[src/rtl/alu_defs.sv]
// alu_defs: shared widths, opcodes, FSM encodings and opcode validity check for the UART/ALU sequencer
package alu_defs;
  localparam int NB_DATA  = 8;
  localparam int NB_OP    = 6;
  localparam int NB_STATE = 3;
  localparam logic [NB_OP-1:0] OP_ADD = 6'b100000;
  localparam logic [NB_OP-1:0] OP_SUB = 6'b100010;
  localparam logic [NB_OP-1:0] OP_AND = 6'b100100;
  localparam logic [NB_OP-1:0] OP_OR  = 6'b100101;
  localparam logic [NB_OP-1:0] OP_XOR = 6'b100110;
  localparam logic [NB_OP-1:0] OP_NOR = 6'b100111;
  localparam logic [NB_OP-1:0] OP_SRA = 6'b000011;
  localparam logic [NB_OP-1:0] OP_SRL = 6'b000010;
  localparam logic [NB_STATE-1:0] WAIT_A  = 3'd0;
  localparam logic [NB_STATE-1:0] WAIT_B  = 3'd1;
  localparam logic [NB_STATE-1:0] WAIT_OP = 3'd2;
  localparam logic [NB_STATE-1:0] EXEC    = 3'd3;
  localparam logic [NB_STATE-1:0] SEND    = 3'd4;
  localparam logic [NB_STATE-1:0] WAIT_TX = 3'd5;
  function automatic logic is_valid_op(input logic [NB_OP-1:0] op);
    return op inside {OP_ADD, OP_SUB, OP_AND, OP_OR, OP_XOR, OP_NOR, OP_SRA, OP_SRL};
  endfunction
endpackage

[src/rtl/uart_gap_timer.sv]
// uart_gap_timer: inter-byte gap counter; clk/rst (async high), clr zeroes it, en counts, expire flags the last allowed cycle
module uart_gap_timer #(
  parameter int TIMEOUT_CYCLES = 2500000,
  parameter int NB_TIMEOUT     = 22
) (
  input  logic clk,
  input  logic rst,
  input  logic clr,
  input  logic en,
  output logic expire
);
  logic [NB_TIMEOUT-1:0] cnt;
  always_ff @(posedge clk or posedge rst)
    if (rst) cnt <= '0;
    else if (clr) cnt <= '0;
    else if (en) cnt <= cnt + 1'b1;
  assign expire = en && cnt == NB_TIMEOUT'(TIMEOUT_CYCLES - 1);
endmodule

[src/rtl/uart_alu_interface.sv]
// uart_alu_interface: collects A, B, opcode from rx, drives registered ALU operands, latches result and starts tx; flags err/timeout/overrun pulses
module uart_alu_interface #(
  parameter int NB_DATA        = 8,
  parameter int NB_OP          = 6,
  parameter int NB_STATE       = 3,
  parameter int TIMEOUT_CYCLES = 2500000,
  parameter int NB_TIMEOUT     = 22
) (
  input  logic               i_clock,
  input  logic               i_reset,
  input  logic [NB_DATA-1:0] i_rx_data,
  input  logic               i_rx_done_tick,
  input  logic [NB_DATA-1:0] i_alu_result,
  input  logic               i_tx_done_tick,
  output logic [NB_DATA-1:0] o_data_a,
  output logic [NB_DATA-1:0] o_data_b,
  output logic [NB_OP-1:0]   o_opcode,
  output logic [NB_DATA-1:0] o_tx_data,
  output logic               o_tx_start,
  output logic               o_busy,
  output logic               o_err,
  output logic               o_timeout,
  output logic               o_overrun
);
  import alu_defs::*;
  logic [NB_STATE-1:0] state, nxt;
  logic counting, expire, op_ok, draining;
  assign counting = state == WAIT_B || state == WAIT_OP;
  assign draining = state == EXEC || state == SEND || state == WAIT_TX;
  assign op_ok    = i_rx_data[NB_DATA-1:NB_OP] == '0 && is_valid_op(i_rx_data[NB_OP-1:0]);
  // a received byte also clears the gap counter so the next state starts from zero
  uart_gap_timer #(.TIMEOUT_CYCLES(TIMEOUT_CYCLES), .NB_TIMEOUT(NB_TIMEOUT)) u_gap_timer (
    .clk(i_clock),
    .rst(i_reset),
    .clr(!counting || i_rx_done_tick),
    .en(counting),
    .expire(expire)
  );
  assign o_busy     = state != WAIT_A;
  assign o_tx_start = state == SEND;
  assign o_err      = state == WAIT_OP && i_rx_done_tick && !op_ok;
  assign o_timeout  = expire && !i_rx_done_tick;
  assign o_overrun  = draining && i_rx_done_tick;
  always_comb begin
    nxt = state;
    case (state)
      WAIT_A:  nxt = i_rx_done_tick ? WAIT_B : WAIT_A;
      WAIT_B:  nxt = i_rx_done_tick ? WAIT_OP : expire ? WAIT_A : WAIT_B;
      WAIT_OP: nxt = i_rx_done_tick ? (op_ok ? EXEC : WAIT_A) : expire ? WAIT_A : WAIT_OP;
      EXEC:    nxt = SEND;
      SEND:    nxt = WAIT_TX;
      WAIT_TX: nxt = i_tx_done_tick ? WAIT_A : WAIT_TX;
      default: nxt = WAIT_A;
    endcase
  end
  always_ff @(posedge i_clock or posedge i_reset)
    if (i_reset) begin
      state     <= WAIT_A;
      o_data_a  <= '0;
      o_data_b  <= '0;
      o_opcode  <= '0;
      o_tx_data <= '0;
    end else begin
      state <= nxt;
      if (state == WAIT_A && i_rx_done_tick) o_data_a <= i_rx_data;
      if (state == WAIT_B && i_rx_done_tick) o_data_b <= i_rx_data;
      if (state == WAIT_OP && i_rx_done_tick && op_ok) o_opcode <= i_rx_data[NB_OP-1:0];
      if (state == EXEC) o_tx_data <= i_alu_result;
    end
endmodule

[config.mk]
export PLATFORM = sky130hd
export DESIGN_NAME = uart_alu_interface
export DESIGN_NICKNAME = d
export VERILOG_FILES = /design/src/rtl/alu_defs.sv /design/src/rtl/uart_gap_timer.sv /design/src/rtl/uart_alu_interface.sv
export SDC_FILE = /design/constraint.sdc
export NUM_CORES = 1
export LEC_CHECK = 0
export CORE_ASPECT_RATIO = 0.5
export CORE_UTILIZATION = 34
export DETAILED_ROUTE_END_ITERATION = 10
export HOLD_SLACK_MARGIN = 0.15
export PLACE_DENSITY = 0.55
export SYNTH_ARGS = -nofsm -noshare
export SYNTH_HDL_FRONTEND = slang
export SYNTH_SLANG_ARGS = --single-unit
[constraint.sdc]
create_clock -name i_clock -period 2.04 [get_ports i_clock]
set_clock_uncertainty 0.1 [all_clocks]
set_input_delay 0.408 -clock i_clock [delete_from_list [all_inputs] [get_ports i_clock]]
set_output_delay 0.408 -clock i_clock [all_outputs]
set_load 0.02 [all_outputs]
floorplan.png
Pins as bars on the die edge. Tap cells in grey.
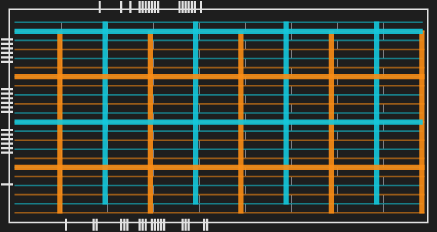
Cyan is VDD. Orange is VSS.
55 signal pins sit on the boundary. 22 met1 rails follow the rows. The core has 21 rows. 9 straps on met4. 4 straps on met5.
VDD IR-drop max: 680.9 µV
die span in x: 125.0 µm
Core Region: 6989 µm²
Die Y: 63.52 µm

class_map.png
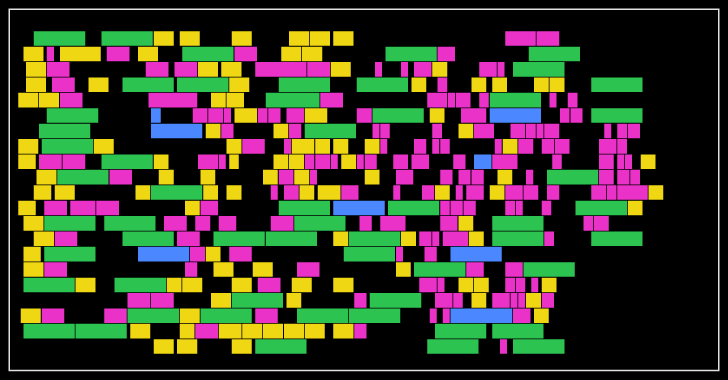
Magenta is remaining logic cells, cells 161. Blue is clock drivers and dummy loads, cells 8. Green is registers, cells 55. Yellow is remaining buffers and delay cells, cells 108.
sequential cell area share: 0.3596
Design Area, Final: 3831 µm²

==> deck_impl_summary.md <==
Physical Implementation Snapshot

Outcome
  • Status: finished, violations left
  • Violated checks: setup timing

Worst setup path
  • Crit Reg-Reg Endpoint: u_gap_timer.cnt[18]
  • Req. time, crit path: 1.53 ns
  • CP max-delay cell: dfrtp_1
  • Beginning of the critical path: u_gap_timer.cnt[12]
  • Critical Path Sink Type: output pin

Clock tree
  • Clk pin slew, worst setup/hold paths: about 0.070 ns
  • Postcts setup bufs: 4

Place
  • Placed instance count: about 410
  • Dpl ws: -0.5989 ns
  • Number of buffers added on ports: 54
  • Post-DP HPWL: 4354 µm
  • Post-DP Area: about 3600 µm²

Timing
  • Final-report setup violation count: 2
  • Hold_ws: 0.3514 ns
  • Setup ws final: -0.1935 ns
  • Setup TNS: -0.2164 ns
  • Relative slew margins: 0.7356

Final layout
  • Buffers excl. clock: approximately 110
  • Multi-input combinational area share: 0.3093
  • Most flops, register: u_gap_timer.cnt
  • Logic area: 1185 µm²

Pwr
  • Switching power: 0.001476 W

Floorplan
  • Die Size: 7943 µm²

Detailed routing
  • DRC Markers: 0
  • Initial DRC Count: 97

Logic synthesis
  • Post-synth EDFFs: 0
  • Ao+oa area frac: 0.06174
clock_wires.png
Bar = 50 µm.
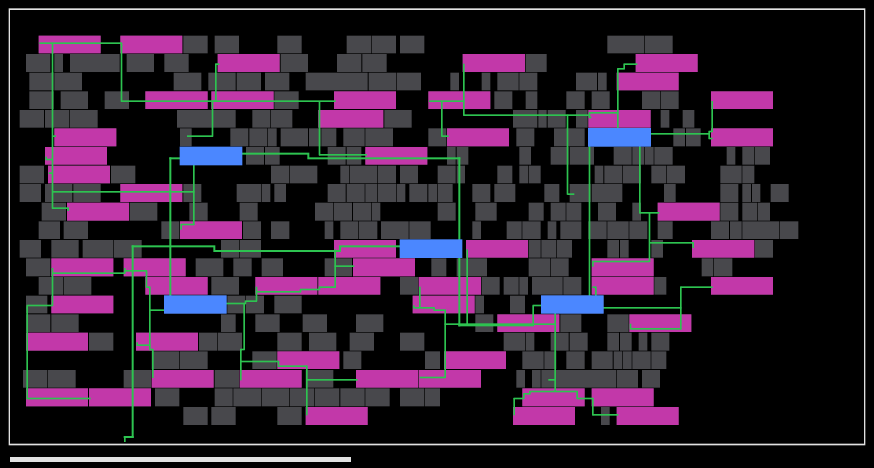
Blue is clock-net drivers, count 5. Magenta is flip-flops, count 55. Green is clock wires, length 737 µm.
Position of the flops: spread over the die. There are 6 routed clock nets.
Clk Latency, worst-skew pair: 0.30 ns
Clock group: 0.000980 W
clock power share: 0.217

cells in the mapped netlist, drive strengths merged, types with 2 or more instances:
library cell	n	area (µm²)
dfrtp	55	1376
mux2	28	315.3
nor2	18	67.56
nand2	10	37.54
a21oi	8	40.04
nand3	8	40.04
nand4	8	68.82
xor2	8	70.07
inv	7	26.28
or4	7	56.30
and2	6	37.54
nor4b	6	67.56
buf	5	26.27
o21ai	5	25.02
or3	5	31.28
and3	4	26.28
o31ai	4	30.03
xnor2	4	35.03
nand3b	3	22.52
nor3	3	20.02
o211ai	3	22.52
and4	2	20.02
nor2b	2	12.51
nor4	2	12.51
or2	2	12.51
per-layer routing:
layer,GRT usage,part of all wire
met4,0.06555,0.018
met3,0.04843,0.041
met1,0.2066,0.46
met2,0.3052,0.48
met5,0,0
Power is estimated from default activity; no workload was simulated.
